**src/rtl/ram_arbiter_if.sv**
```systemverilog
// Signal bundle between the four cache requesters, the shared-RAM arbiter and the RAM model.
// Index 0/1 are icache0/icache1, 2/3 are dcache0/dcache1.
interface ram_arbiter_if;
    logic [3:0]       req;
    logic [3:0]       wen;
    logic [3:0]       burst;
    logic [3:0][31:0] addr;
    logic [3:0][31:0] wdata;
    logic [3:0]       rwait;
    logic [3:0][31:0] rdata;
    logic [31:0]      ramaddr;
    logic [31:0]      ramstore;
    logic             ramREN;
    logic             ramWEN;
    logic [31:0]      ramload;
    logic [1:0]       ramstate;
    logic [1:0]       owner;
    logic             busy;

    modport master (
        input  req, wen, burst, addr, wdata, ramload, ramstate,
        output rwait, rdata, ramaddr, ramstore, ramREN, ramWEN, owner, busy
    );

    modport slave (
        output req, wen, burst, addr, wdata, ramload, ramstate,
        input  rwait, rdata, ramaddr, ramstore, ramREN, ramWEN, owner, busy
    );
endinterface

```
**src/rtl/ram_arbiter.sv**
```systemverilog
// Four-way arbiter/sequencer for the single shared RAM port: class priority (dcache over icache),
// round-robin within each class, and starvation promotion for the icaches.
module ram_arbiter #(
    parameter int unsigned STARVE_LIMIT = 4
) (
    input  logic          CLK,
    input  logic          nRST,
    ram_arbiter_if.master bus
);
    localparam logic [1:0] RAM_ACCESS = 2'b10;

    typedef enum logic [1:0] {IDLE, XFER0, XFER1} state_t;

    state_t     state_q, state_d;
    logic [1:0] owner_q, owner_d;
    logic       burst_q, burst_d;
    logic       irr_q, irr_d;   // icache index that wins an icache tie
    logic       drr_q, drr_d;   // dcache offset that wins a dcache tie (0 -> requester 2)
    logic [2:0] starve_q [2];
    logic [2:0] starve_d [2];

    logic [1:0] promo;
    logic [1:0] win;
    logic       grant;
    logic       live;
    logic       ack;

    function automatic logic pick2(input logic [1:0] m, input logic pref);
        return (&m) ? pref : m[1];
    endfunction

    assign grant = (state_q == IDLE) && (|bus.req);
    assign live  = bus.req[owner_q];
    assign ack   = (state_q != IDLE) && live && (bus.ramstate == RAM_ACCESS);

    always_comb begin
        promo = '0;
        for (int unsigned i = 0; i < 2; i++) begin
            promo[i] = bus.req[i] && ({29'd0, starve_q[i]} >= STARVE_LIMIT);
        end
        win = '0;
        if (|promo) begin
            win = {1'b0, pick2(promo, irr_q)};
        end else if (|bus.req[3:2]) begin
            win = {1'b1, pick2(bus.req[3:2], drr_q)};
        end else begin
            win = {1'b0, pick2(bus.req[1:0], irr_q)};
        end
    end

    always_comb begin
        state_d = state_q;
        owner_d = owner_q;
        burst_d = burst_q;
        irr_d   = irr_q;
        drr_d   = drr_q;
        unique case (state_q)
            IDLE: begin
                if (grant) begin
                    state_d = XFER0;
                    owner_d = win;
                    burst_d = bus.burst[win];
                    if (win[1]) drr_d = ~win[0];
                    else        irr_d = ~win[0];
                end
            end
            XFER0, XFER1: begin
                // A dropped request abandons the transfer, including the rest of a burst.
                if (!live)    state_d = IDLE;
                else if (ack) state_d = (state_q == XFER0 && burst_q) ? XFER1 : IDLE;
            end
            default: state_d = IDLE;
        endcase

        for (int unsigned i = 0; i < 2; i++) begin
            starve_d[i] = starve_q[i];
            if (!bus.req[i] || (grant && win == 2'(i))) begin
                starve_d[i] = '0;
            end else if (grant && win[1] && starve_q[i] != '1) begin
                starve_d[i] = starve_q[i] + 3'd1;
            end
        end
    end

    always_comb begin
        bus.rwait    = '1;
        bus.rdata    = '0;
        bus.ramaddr  = '0;
        bus.ramstore = '0;
        bus.ramREN   = 1'b0;
        bus.ramWEN   = 1'b0;
        bus.owner    = '0;
        bus.busy     = 1'b0;
        if (state_q != IDLE) begin
            bus.busy              = 1'b1;
            bus.owner             = owner_q;
            bus.ramaddr           = bus.addr[owner_q];
            bus.ramstore          = bus.wen[owner_q] ? bus.wdata[owner_q] : '0;
            bus.ramREN            = ~bus.wen[owner_q] & live;
            bus.ramWEN            = bus.wen[owner_q] & live;
            bus.rdata[owner_q]    = bus.ramload;
            if (ack) bus.rwait[owner_q] = 1'b0;
        end
    end

    always_ff @(posedge CLK or negedge nRST) begin
        if (!nRST) begin
            state_q     <= IDLE;
            owner_q     <= '0;
            burst_q     <= 1'b0;
            irr_q       <= 1'b0;
            drr_q       <= 1'b0;
            starve_q[0] <= '0;
            starve_q[1] <= '0;
        end else begin
            state_q     <= state_d;
            owner_q     <= owner_d;
            burst_q     <= burst_d;
            irr_q       <= irr_d;
            drr_q       <= drr_d;
            starve_q[0] <= starve_d[0];
            starve_q[1] <= starve_d[1];
        end
    end
endmodule

```
**src/flat_wrapper.sv**
```systemverilog
// flat-port wrapper written by rule: the top's interface ports become plain ports
module ram_arbiter_flat 
#(
    parameter int unsigned STARVE_LIMIT = 4
)
  (CLK, nRST, bus_req, bus_wen, bus_burst, bus_addr, bus_wdata, bus_ramload, bus_ramstate, bus_rwait, bus_rdata, bus_ramaddr, bus_ramstore, bus_ramREN, bus_ramWEN, bus_owner, bus_busy);
  ram_arbiter_if bus_i ();
  input  logic CLK;
  input  logic nRST;
  input wire logic [$bits(bus_i.req)-1:0] bus_req;
  input wire logic [$bits(bus_i.wen)-1:0] bus_wen;
  input wire logic [$bits(bus_i.burst)-1:0] bus_burst;
  input wire logic [$bits(bus_i.addr)-1:0] bus_addr;
  input wire logic [$bits(bus_i.wdata)-1:0] bus_wdata;
  input wire logic [$bits(bus_i.ramload)-1:0] bus_ramload;
  input wire logic [$bits(bus_i.ramstate)-1:0] bus_ramstate;
  output wire logic [$bits(bus_i.rwait)-1:0] bus_rwait;
  output wire logic [$bits(bus_i.rdata)-1:0] bus_rdata;
  output wire logic [$bits(bus_i.ramaddr)-1:0] bus_ramaddr;
  output wire logic [$bits(bus_i.ramstore)-1:0] bus_ramstore;
  output wire logic [$bits(bus_i.ramREN)-1:0] bus_ramREN;
  output wire logic [$bits(bus_i.ramWEN)-1:0] bus_ramWEN;
  output wire logic [$bits(bus_i.owner)-1:0] bus_owner;
  output wire logic [$bits(bus_i.busy)-1:0] bus_busy;
  assign bus_i.req = bus_req;
  assign bus_i.wen = bus_wen;
  assign bus_i.burst = bus_burst;
  assign bus_i.addr = bus_addr;
  assign bus_i.wdata = bus_wdata;
  assign bus_i.ramload = bus_ramload;
  assign bus_i.ramstate = bus_ramstate;
  assign bus_rwait = bus_i.rwait;
  assign bus_rdata = bus_i.rdata;
  assign bus_ramaddr = bus_i.ramaddr;
  assign bus_ramstore = bus_i.ramstore;
  assign bus_ramREN = bus_i.ramREN;
  assign bus_ramWEN = bus_i.ramWEN;
  assign bus_owner = bus_i.owner;
  assign bus_busy = bus_i.busy;
  ram_arbiter #(.STARVE_LIMIT(STARVE_LIMIT)) u_core (.CLK(CLK), .nRST(nRST), .bus(bus_i));
endmodule
```
**config.mk**
```make
export PLATFORM = sky130hd
export DESIGN_NAME = ram_arbiter_flat
export DESIGN_NICKNAME = d
export VERILOG_FILES = /design/src/rtl/ram_arbiter_if.sv /design/src/rtl/ram_arbiter.sv /design/src/flat_wrapper.sv
export SDC_FILE = /design/constraint.sdc
export NUM_CORES = 1
export LEC_CHECK = 0
export CAP_MARGIN = 30
export CORE_AREA = 5 5 194 196
export DETAILED_ROUTE_END_ITERATION = 8
export DIE_AREA = 0 0 199 201
export PLACE_DENSITY = 0.39
export SETUP_SLACK_MARGIN = 0.05
export SLEW_MARGIN = 20
export SYNTH_ARGS = -nofsm -noshare
export SYNTH_HDL_FRONTEND = slang
export SYNTH_SLANG_ARGS = --single-unit
```
**constraint.sdc**
```tcl
create_clock -name CLK -period 2.7 [get_ports CLK]
set_input_delay 0.405 -clock CLK [delete_from_list [all_inputs] [get_ports CLK]]
set_output_delay 0.405 -clock CLK [all_outputs]
set_load 0.02 [all_outputs]
```
Run 1, placement view:
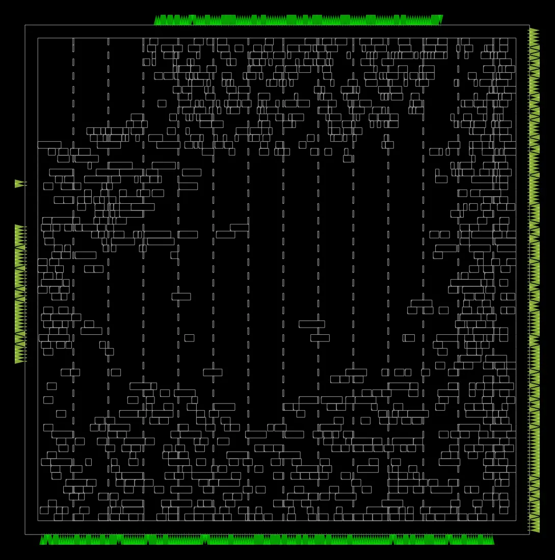
TAP cells: 468
filler cell count: 3,911

Run 1, sequential cells grouped by signal name:
The bar under the picture is 50 um long. Other sequential cells in the stronger gray, the rest of the logic in the fainter gray.
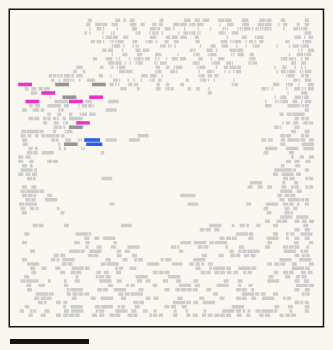
Blue marks `u_core.owner_q`, placed flops 2. Magenta marks `u_core.starve_q`, placed flops 6, where upper left.
Another 5 sequential cells are not colored.
storage element area: 333 sq um
Core Util, Final: 26.9%

==> impl_metrics.py, run 1 <==
# Auto-generated metrics
metrics = {
    "worst_setup_path": {
        "start_kind": "register",
        "rr_startpoint": "u_core.owner_q[0]$_DFFE_PN0N_",
        "cp-end-kind": "output pin",
        "critPathKind": "reg2out",
        "crit_arrival_ps": 2150,
        "crit_chain": "buf_12, or2_2, buf_4, nor2_1, clkdlybuf4s50_1",
        "crit_end": "bus_rdata[25]",
        "reg2reg_to": "u_core.state_q[0]$_DFFE_PN0P_",
        "worst_path_max_delay_cell": "clkdlybuf4s50_1",
        "cp.required_ps": 2300,
    },
    "pwr": {
        "p_int_mw": 3.83,
        "peakVddDrop_mv": 0.618,
        "swShare_pct": 50.6,
        "switching_power_mw": 3.91,
        "p_clk_share_pct": 3.5,
        "leakage_nw": 5.31,
    },
    "floorplan": {
        "die_y_um": 201,
        "initCoreUtil_pct": 10.1,
        "chipArea_sq_mm": 0.0400,
        "die_x_um": 199,
    },
    "min_path": {
        "hold_path.startpoint": "u_core.burst_q$_DFFE_PN0N_",
        "hp-class": "reg2reg",
    },
    "logic_synthesis": {
        "async_flop_share_pct": 100,
        "ys_cells": 430,
        "syn_inst": 430,
        "syn-num-nets": 742,
        "yosysSeqAreaShare_pct": 9.01,
        "top_cells_by_count": "nor2_1, mux4_2, nand2_1",
        "edf_count": 0,
        "yosys.area.top_type": "mux4_2",
        "syn_area_per_cell_sq_um": 8.39,
        "yosys-stat-area_sq_mm": 0.00361,
        "ys.flops": 13,
        "synth.area.top_cells": "mux4_2, nor2_1, dfrtp_1",
    },
    "layout": {
        "drive_gt1_share_pct": 12.3,
        "area_growth_syn_to_layout_pct": 167,
        "design_area_sq_mm": 0.00965,
    },
    "global_route": {
        "grt-ovfl-total": 0,
        "grt_pass1_vias": 5796,
        "grt_usage_pct": 13.8,
        "antenna_found_initial": 2,
        "use_met2_pct": 26.7,
        "grt_pass1_wl_um": 41700,
    },
    "placed_design": {
        "place_area_sq_mm": 0.00943,
        "place.port_buffers": 504,
        "gp_congestion": 0.861,
    },
    "job": {
        "max_cap_violations": 0,
    },
    "sta": {
        "rsz0062_at_grt": "no",
        "max_freq_mhz": 391,
        "fin_skew_ps": 2.38,
        "tightest_slew_ps": 598,
        "period_used_pct": 94.7,
        "slew_violations": 0,
        "relSlewSlack_pct": 60.0,
        "setup_viol": 0,
    },
    "clocking": {
        "cts_tree": "built",
        "clock-root-buffer": "clkbuf_16",
        "hold_buffers": 0,
        "clock_latency_ps": 240,
        "cts_buffer_depth": 2,
        "cts.sinks": 13,
    },
    "routing": {
        "dr.first_iter.drc_count": 236,
        "vias_per_cell": 3.82,
        "routedWlPerCell_um": 21.3,
    },
    "outcome": {
        "status": "complete, no violations",
    },
}
Run 1, placement by cell class:
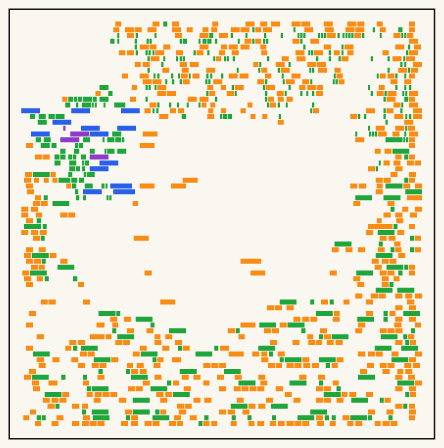
Blue marks sequential cells, cells 13, share of their area 3.7%. Purple marks clock drivers and dummy loads, cells 4, share of their area 0.87%. Orange marks remaining buffers and delay cells, cells 540, share of their area 62%. Green marks remaining logic cells, cells 369, share of their area 34%.
Core Area: 0.0359 sq mm
Seq/total area: 3.45%
row count: 70

## run 1: cells by family after synthesis
kind of cell             Yosys count  synth area share (%)
AND/OR/NAND/NOR                  267                  34.4
multiplexers                      73                  43.3
buffers and inverters             51                  6.34
AND-OR/OR-AND                     16                  3.64
flip-flops                        13                  9.01
adder cells (fa/ha/maj)            8                  2.77
XOR/XNOR                           2                 0.485
## run 1: cell usage in the layout (no fill, tap or decap), drive strengths merged, types with 5 or more instances in the layout
master,count
mux4,66
buf,35
nand2b,5
and2,33
dlymetal6s2s,78
dlygate4sd2,112
ha,8
dfrtp,13
clkdlybuf4s50,314
nand3,6
and3,34
nand2,40
nor2,133
## run 1: critical path: cells and delay by family (launching register included)
| kind | cells | cell delay (ps) |
|---|---|---|
| buffers and inverters | 3 | 970 |
| AND/OR/NAND/NOR | 2 | 440 |
| flip-flops | 1 | 500 |
## run 1: per-stage QoR
step                      util, %  power (mW)  TNS (ps)  std cells  worst slack (ps)
after floorplan                 -        4.29         0        430               622
after global placement       26.3        7.99         0       1387              3.19
after detailed placement     26.3        7.95     -43.9       1387             -13.4
after CTS                    26.3        7.99         0       1394              50.4
after global routing         26.8        8.30         0       1395              51.7
final                        26.9        7.74         0       1398               144
## run 1: worst min-delay path by stage
stage	slack [ps]	cells after the start	endpoint
after floorplan	110	0	u_core.burst_q$_DFFE_PN0N_
after global routing	550	1	u_core.drr_q$_DFFE_PN0P_
after CTS	510	1	u_core.drr_q$_DFFE_PN0P_
after global placement	500	1	u_core.burst_q$_DFFE_PN0N_
after detailed placement	500	1	u_core.drr_q$_DFFE_PN0P_
final	500	1	u_core.burst_q$_DFFE_PN0N_
## run 1: power by group through the flow
stage	Sequential [mW]	Clock [mW]	Combinational [mW]
after floorplan	0.301	0	3.99
final	0.354	0.273	7.11
after CTS	0.358	0.285	7.35
after detailed placement	0.390	0	7.56
after global routing	0.366	0.296	7.64
after global placement	0.389	0	7.60
## run 1: layer usage
metal | routed length, um | vias up
met1 | 11500 | 2537
met4 | 197 | 0
met2 | 15900 | 247
li1 | - | 2551
met5 | 0 | -
met3 | 2160 | 8
## run 1: final cells by class
class,instances,area [sq um]
multi-input cells,366,3060
inverters,3,13.8
repair buffers,540,5570
well taps,468,586
clock buffers,4,78.8
diodes,4,10.0
flip-flops and latches,13,333
fillers,3911,26300
## run 1: state kept, by name (all words and copies together) (netlist names)
name,count
u_core.irr_q,1
u_core.drr_q,1
u_core.starve_q,6
u_core.state_q,2
u_core.burst_q,1
u_core.owner_q,2
## run 1: what timing repair did
item | CTS | global route
setup endpoints to repair | 148 | 78
buffers inserted | 2 | 0
gates resized | 115 | 78
cloned | 1 | 0
hold endpoints to repair | 0 | 0
Run 1, local utilization:
The die is cut into 20 by 20 equal tiles; white is low, dark blue is high, 0 to 100% covered.
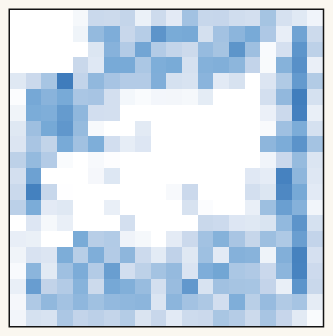

==> run 2, diff against run 1 <==
- CELL_PAD_IN_SITES_DETAIL_PLACEMENT: not set -> 0
- CELL_PAD_IN_SITES_GLOBAL_PLACEMENT: not set -> 1
- CORE_AREA: 5 5 194 196 -> 5 5 192 194
- DIE_AREA: 0 0 199 201 -> 0 0 197 199
- PLACE_DENSITY: 0.39 -> 0.59
Run 2, local utilization:
The die is cut into 20 by 20 equal tiles; white is low, dark blue is high, 0 to 100% covered.
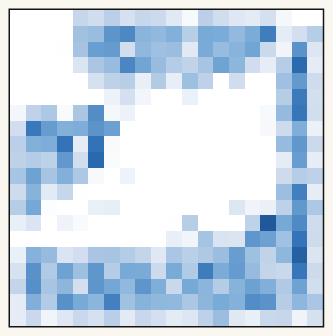
32% of the tiles are nearly empty. The mean over all tiles is 23%. 1.0% of the tiles are over 75% full.
Core Util, Final: 27.3%
FP Util: 10.3%
Core Area: 0.0351 sq mm

==> run 2 against run 1 <==
  * Wire length down 5.9%
  * Clock-buffer cell count did not move
  * Synthesized cell count did not move
  * Power increased by 0.79%
  * First-iteration DRC count shrank 37%
  * Via count grew 0.71%
  * Sequential power is 7.6% higher
  * Core utilization rose by 0.48 points
  * Sequential share of layout area about the same
  * Clock power increased by 5%
  * Global-route usage is 0.95 points lower
==> impl_metrics.py, run 2 <==
# Auto-generated metrics
metrics = {
    "floorplan": {
        "chipArea_sq_mm": 0.0392,
        "die_x_um": 197,
        "fp-row-count": 69,
        "die_y_um": 199,
    },
    "layout": {
        "layout_top_cell": "clkdlybuf4s50_1",
        "area_growth_syn_to_layout_pct": 165,
        "mostFrequentLayoutCells": "clkdlybuf4s50_1, nor2_1, dlygate4sd2_1",
        "regMostFlops": "u_core.starve_q",
        "largest_register_ffs": 6,
        "design_area_sq_mm": 0.00958,
    },
    "pwr": {
        "leakage_nw": 5.07,
        "peakVddDrop_mv": 0.491,
    },
    "worst_setup_path": {
        "reg2reg_to": "u_core.state_q[0]$_DFFE_PN0P_",
        "start_kind": "register",
        "rr_startpoint": "u_core.owner_q[0]$_DFFE_PN0N_",
        "cp.required_ps": 2300,
        "crit_arrival_ps": 2280,
        "worst_path_max_delay_cell": "mux4_2",
        "crit_chain": "buf_6, mux4_2, and3_1, clkdlybuf4s50_1",
        "r2r_cells": 6,
    },
    "clocking": {
        "cts_made_buffers": 3,
        "cts.sinks": 13,
        "clock_latency_ps": 240,
        "hold_buffers": 0,
        "ctsHtreeMaxLevel": 1,
        "cts_buffer_depth": 2,
        "cts_tree": "built",
        "clock-root-buffer": "clkbuf_16",
    },
    "placed_design": {
        "place_ws_ps": -150,
        "place_area_sq_mm": 0.00943,
        "gp_congestion": 0.890,
        "place.port_buffers": 504,
    },
    "sta": {
        "slew_violations": 0,
        "setup_viol": 0,
        "max_freq_mhz": 373,
        "fin_skew_ps": 0.570,
        "tightest_slew_ps": 627,
        "rsz0062_at_grt": "yes",
        "final.setup.worst_slack_ps": 17.1,
        "period_used_pct": 99.4,
    },
    "logic_synthesis": {
        "syn_inst": 430,
        "ys.flops": 13,
        "async_flop_share_pct": 100,
        "syn-num-nets": 742,
        "yosys-stat-area_sq_mm": 0.00361,
        "yosys.area.top_type": "mux4_2",
        "syn_area_per_cell_sq_um": 8.39,
        "edf_count": 0,
        "top_cells_by_count": "nor2_1, mux4_2, nand2_1",
        "synth.area.top_cells": "mux4_2, nor2_1, dfrtp_1",
        "yosysSeqAreaShare_pct": 9.01,
        "ys_cells": 430,
    },
    "outcome": {
        "status": "complete, no violations",
    },
    "min_path": {
        "hold_path.startpoint": "u_core.burst_q$_DFFE_PN0N_",
        "hold_end": "u_core.burst_q$_DFFE_PN0N_",
        "min_path_cells": 1,
    },
    "global_route": {
        "grt_pass1_vias": 5650,
        "grt_usage_pct": 12.9,
        "antenna_found_initial": 4,
        "grt-ovfl-total": 0,
        "grt_pass1_wl_um": 38500,
    },
    "routing": {
        "vias_per_cell": 3.85,
        "vias": 5381,
        "dr.first_iter.drc_count": 149,
        "routedWlPerCell_um": 20.1,
    },
}
Run 2, sequential cells grouped by signal name:
The bar under the picture is 50 um long. Other sequential cells in the stronger gray, the rest of the logic in the fainter gray.
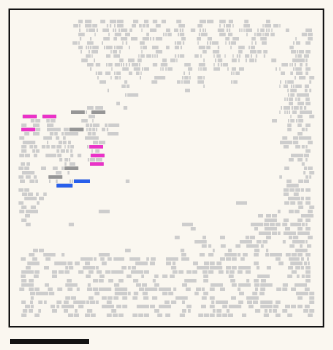
Blue marks `u_core.owner_q`, placed flops 2. Magenta marks `u_core.starve_q`, placed flops 6, where middle left.
Another 5 sequential cells are not colored.
sequential power: 381 uW
Seq/total area: 3.47%

## run 2: area by class of cell
type / instances / area [sq um]
flip-flops and latches: 13 / 333
clock buffers: 4 / 78.8
repair buffers: 547 / 5510
fillers: 3801 / 25500
multi-input cells: 366 / 3060
inverters: 3 / 11.3
diodes: 3 / 7.51
well taps: 461 / 577
## run 2: how the worst max path moves through the flow
stage / to / cells past startpoint / slack (ps)
6_report: bus_ramstore[4] / 4 / 20
5_1_grt: bus_ramstore[7] / 4 / -70
4_1_cts: bus_ramstore[4] / 4 / -70
3_5_place_dp: bus_ramREN / 6 / -150
3_3_place_gp: bus_ramREN / 6 / -110
2_1_floorplan: bus_ramaddr[10] / 5 / 620
## run 2: cells by family after synthesis
logic type      after synthesis  share of synthesized area, %
xor+xnor                      2                         0.485
mux                          73                          43.3
fa+ha+maj                     8                          2.77
simple gates                267                          34.4
compound gates               16                          3.64
flops                        13                          9.01
buf+inv                      51                          6.34
## run 2: worst max-delay path, delay by kind of cell (launching register included)
| family | cells | cell delay [ps] |
|---|---|---|
| mux | 1 | 570 |
| flops | 1 | 510 |
| simple gates | 1 | 210 |
| buf+inv | 2 | 730 |
## run 2: layer usage
metal	GRT usage (%)	up-vias	wire (um)
met1	14.8	2568	10600
met2	24.5	224	14900
met4	2.03	2	575
met3	3.12	26	1980
li1	-	2561	-
met5	0	-	20
## run 2: power by group
part           total, mW  internal [mW]  switching, mW
registers          0.381          0.277          0.104
clock network      0.286          0.200         0.0862
logic               7.13           3.40           3.73
## run 2: stage by stage
step / hold slack [ps] / utilization [%] / power, mW / std cells
final: 497 / 27.3 / 7.80 / 1397
after global routing: 527 / 27.3 / 8.31 / 1395
after CTS: 503 / 26.9 / 7.91 / 1390
after detailed placement: 492 / 26.9 / 7.88 / 1381
after global placement: 486 / 26.9 / 7.89 / 1381
after floorplan: 109 / - / 4.29 / 430
## run 2: repair_timing
action	CTS	global route
gates resized	121	104
hold endpoints to repair	0	0
endpoints found under the setup margin	122	84
buffers inserted	5	4
cloned	0	0
Run 2, placement by cell class:
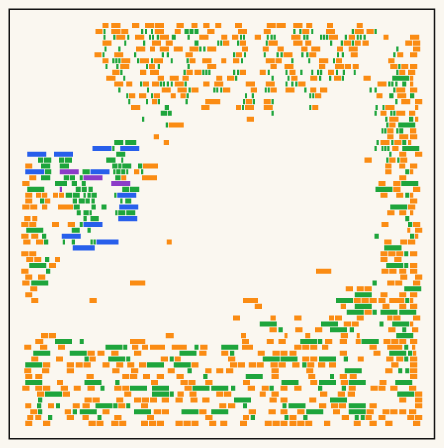

==> run 3, diff against run 2 <==
- CORE_AREA: 5 5 192 194 -> 5 5 191 193
- DIE_AREA: 0 0 197 199 -> 0 0 196 198
- SLEW_MARGIN: 20 -> 10
- clock period: 2.7 -> 3.25 ns (I/O delays scaled with it)
Run 3, placement by cell class:
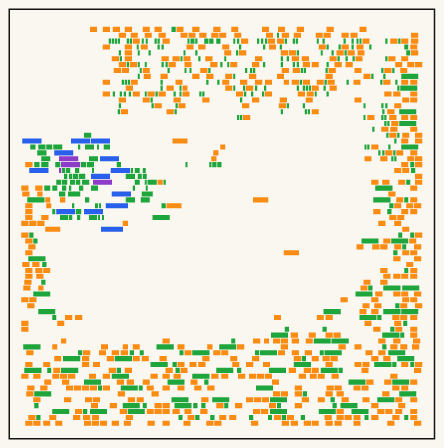
Green marks remaining logic cells, cells 369, share of their area 35%. Blue marks sequential cells, cells 13, share of their area 3.8%. Purple marks clock drivers and dummy loads, cells 4, share of their area 0.90%. Orange marks remaining buffers and delay cells, cells 526, share of their area 60%.
Core Area: 0.0344 sq mm
Core Util, Final: 27.1%

==> run 3 against run 2 <==
  * Critical path depth rose by 1
  * Largest cell class unchanged
  * Core utilization fell by 0.21 points
  * Combinational power is 17% lower
  * Design area down 2.7%
  * Clock skew is 6.3 ps higher
  * Flip-flop count unchanged
  * Area after synthesis stayed put
  * Power is 17% lower
==> impl_metrics.py, run 3 <==
# Auto-generated metrics
metrics = {
    "global_route": {
        "grt_max_degree": 57,
        "grt_usage_pct": 13.2,
        "antenna_found_initial": 2,
        "grt-ovfl-total": 0,
        "grt_pass1_vias": 5637,
        "grt_pass1_wl_um": 39300,
    },
    "logic_synthesis": {
        "ys_cells": 430,
        "yosysSeqAreaShare_pct": 9.01,
        "async_flop_share_pct": 100,
        "yosys-stat-area_sq_mm": 0.00361,
        "synth.area.top_cells": "mux4_2, nor2_1, dfrtp_1",
        "syn-num-nets": 742,
        "yosys.area.top_type": "mux4_2",
        "netlist_area_sq_mm": 0.00361,
        "top_cells_by_count": "nor2_1, mux4_2, nand2_1",
        "top_cell_area_share_pct": 41.2,
        "ys.flop_type": "dfrtp_1",
        "syn_inst": 430,
        "ys.flops": 13,
        "syn_area_per_cell_sq_um": 8.39,
        "edf_count": 0,
    },
    "pwr": {
        "peakVddDrop_mv": 0.531,
        "p_int_mw": 3.28,
        "p_clk_share_pct": 3.6,
        "swShare_pct": 49.3,
        "switching_power_mw": 3.19,
        "power_frac_seq_pct": 5.1,
        "leakage_nw": 3.42,
        "pwr-share-comb_pct": 91.3,
    },
    "worst_setup_path": {
        "worst_path_max_delay_cell": "clkdlybuf4s50_1",
        "crit_path_max_fanout": 5,
        "r2r_cells": 7,
        "rr_startpoint": "u_core.state_q[1]$_DFFE_PN0P_",
        "reg2reg_to": "u_core.starve_q[4]$_DFFE_PN0P_",
        "cp.required_ps": 2760,
        "crit_arrival_ps": 2540,
        "crit_chain": "clkdlybuf4s50_1, mux4_2, nand2_1, or3_1, clkdlybuf4s50_1",
        "crit_end": "bus_rwait[0]",
        "start_kind": "input pin",
    },
    "sta": {
        "hold_viol": 0,
        "rsz0062_at_grt": "no",
        "tightest_slew_ps": 629,
        "period_used_pct": 93.3,
        "slew_violations": 0,
        "max_freq_mhz": 330,
        "setup_viol": 0,
        "fin_skew_ps": 6.89,
    },
    "clocking": {
        "cts_setup_buffers": 0,
        "clock-root-buffer": "clkbuf_16",
        "clock_latency_ps": 240,
        "cts_made_buffers": 3,
        "cts.sinks": 13,
        "hold_buffers": 0,
        "cts_buffer_depth": 2,
        "ctsHtreeMaxLevel": 1,
        "cts_tree": "built",
        "cts_resized": 0,
    },
    "floorplan": {
        "chipArea_sq_mm": 0.0388,
        "initCoreUtil_pct": 10.5,
        "die_y_um": 198,
        "die_x_um": 196,
    },
    "placed_design": {
        "gp_congestion": 0.850,
        "place.port_buffers": 504,
        "place_inst": 1363,
        "place_area_sq_mm": 0.00924,
    },
    "job": {
        "warning_count": 29,
    },
    "layout": {
        "area_growth_syn_to_layout_pct": 158,
        "final_nets": 1225,
        "layout_top_cell": "clkdlybuf4s50_1",
        "mostFrequentLayoutCells": "clkdlybuf4s50_1, nor2_1, mux4_2",
        "top_regs": "u_core.starve_q: 6 flops, u_core.owner_q: 2 flops, u_core.state_q: 2 flops",
        "design_area_sq_mm": 0.00932,
        "regMostFlops": "u_core.starve_q",
        "nFillCells": 3691,
        "largest_register_ffs": 6,
    },
    "outcome": {
        "status": "complete, no violations",
    },
    "routing": {
        "vias_per_cell": 3.89,
        "vias": 5316,
        "drt_wl_total_um": 28000,
        "dr.first_iter.drc_count": 171,
        "routedWlPerCell_um": 20.5,
    },
}
Run 3, placement view:
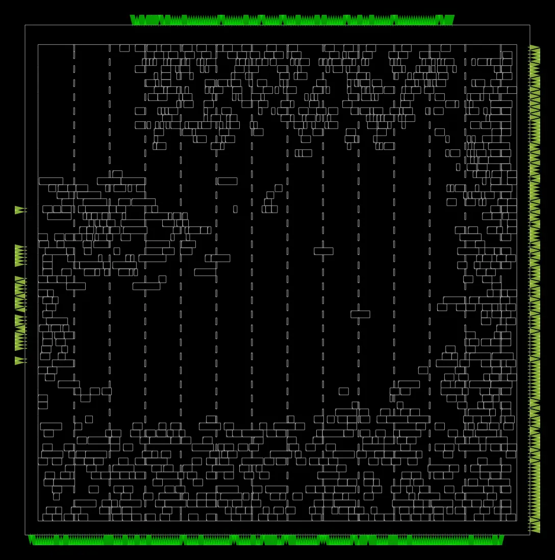
Layout Cells excl Fill: 1,368
row count: 68

-- run 3: cell counts after synthesis --
No cell type changed its count.
-- run 3: kinds of logic after synthesis --
| family | after synthesis | synth area share (%) |
|---|---|---|
| simple gates | 267 | 34.4 |
| mux | 73 | 43.3 |
| fa+ha+maj | 8 | 2.77 |
| compound gates | 16 | 3.64 |
| flops | 13 | 9.01 |
| buf+inv | 51 | 6.34 |
| xor+xnor | 2 | 0.485 |
-- run 3: stage by stage --
step | util [%] | power, mW | hold WS [ps] | setup slack (ps)
5_1_grt | 27.1 | 6.89 | 540 | 121
6_report | 27.1 | 6.46 | 516 | 218
4_1_cts | 27.1 | 6.59 | 510 | 175
3_3_place_gp | 26.9 | 6.32 | 487 | 210
2_1_floorplan | - | 3.57 | 192 | 1090
3_5_place_dp | 26.9 | 6.33 | 492 | 198
-- run 3: final cells by class --
| type | count | area, sq um | share of cell area, % |
|---|---|---|---|
| sequential | 13 | 333 | 3.57 |
| multi-input combinational | 366 | 3060 | 32.8 |
| inverter | 3 | 11.3 | 0.121 |
| tap | 455 | 569 | 6.11 |
| timing repair buffer | 526 | 5270 | 56.6 |
| clock buffer | 4 | 78.8 | 0.846 |
| antenna | 1 | 2.50 | 0.0268 |
-- run 3: worst min-delay path by stage --
stage,startpoint,endpoint,cells after the start
floorplan,nRST,u_core.burst_q$_DFFE_PN0N_,0
finish,u_core.drr_q$_DFFE_PN0P_,u_core.drr_q$_DFFE_PN0P_,1
CTS,u_core.drr_q$_DFFE_PN0P_,u_core.drr_q$_DFFE_PN0P_,1
global route,u_core.drr_q$_DFFE_PN0P_,u_core.drr_q$_DFFE_PN0P_,1
global placement,u_core.burst_q$_DFFE_PN0N_,u_core.burst_q$_DFFE_PN0N_,1
detailed placement,u_core.drr_q$_DFFE_PN0P_,u_core.drr_q$_DFFE_PN0P_,1
-- run 3: power by group through the flow --
stage / registers, mW / clock network [mW] / logic [mW]
6_report: 0.328 / 0.235 / 5.90
5_1_grt: 0.344 / 0.250 / 6.29
4_1_cts: 0.336 / 0.241 / 6.02
3_5_place_dp: 0.337 / 0 / 6.00
3_3_place_gp: 0.334 / 0 / 5.99
2_1_floorplan: 0.250 / 0 / 3.32
-- run 3: layer usage --
| layer | wire length, um | GRT usage (%) |
|---|---|---|
| met5 | 0 | 0 |
| met1 | 10700 | 15.9 |
| met2 | 14900 | 24.8 |
| met4 | 615 | 2.46 |
| met3 | 1790 | 2.42 |
-- run 3: worst max-delay path, delay by kind of cell --
kind	cells	cell delay (ps)
multiplexers	1	570
AND/OR/NAND/NOR	2	460
buffers and inverters	2	1020
Power and IR drop assume default switching activity.
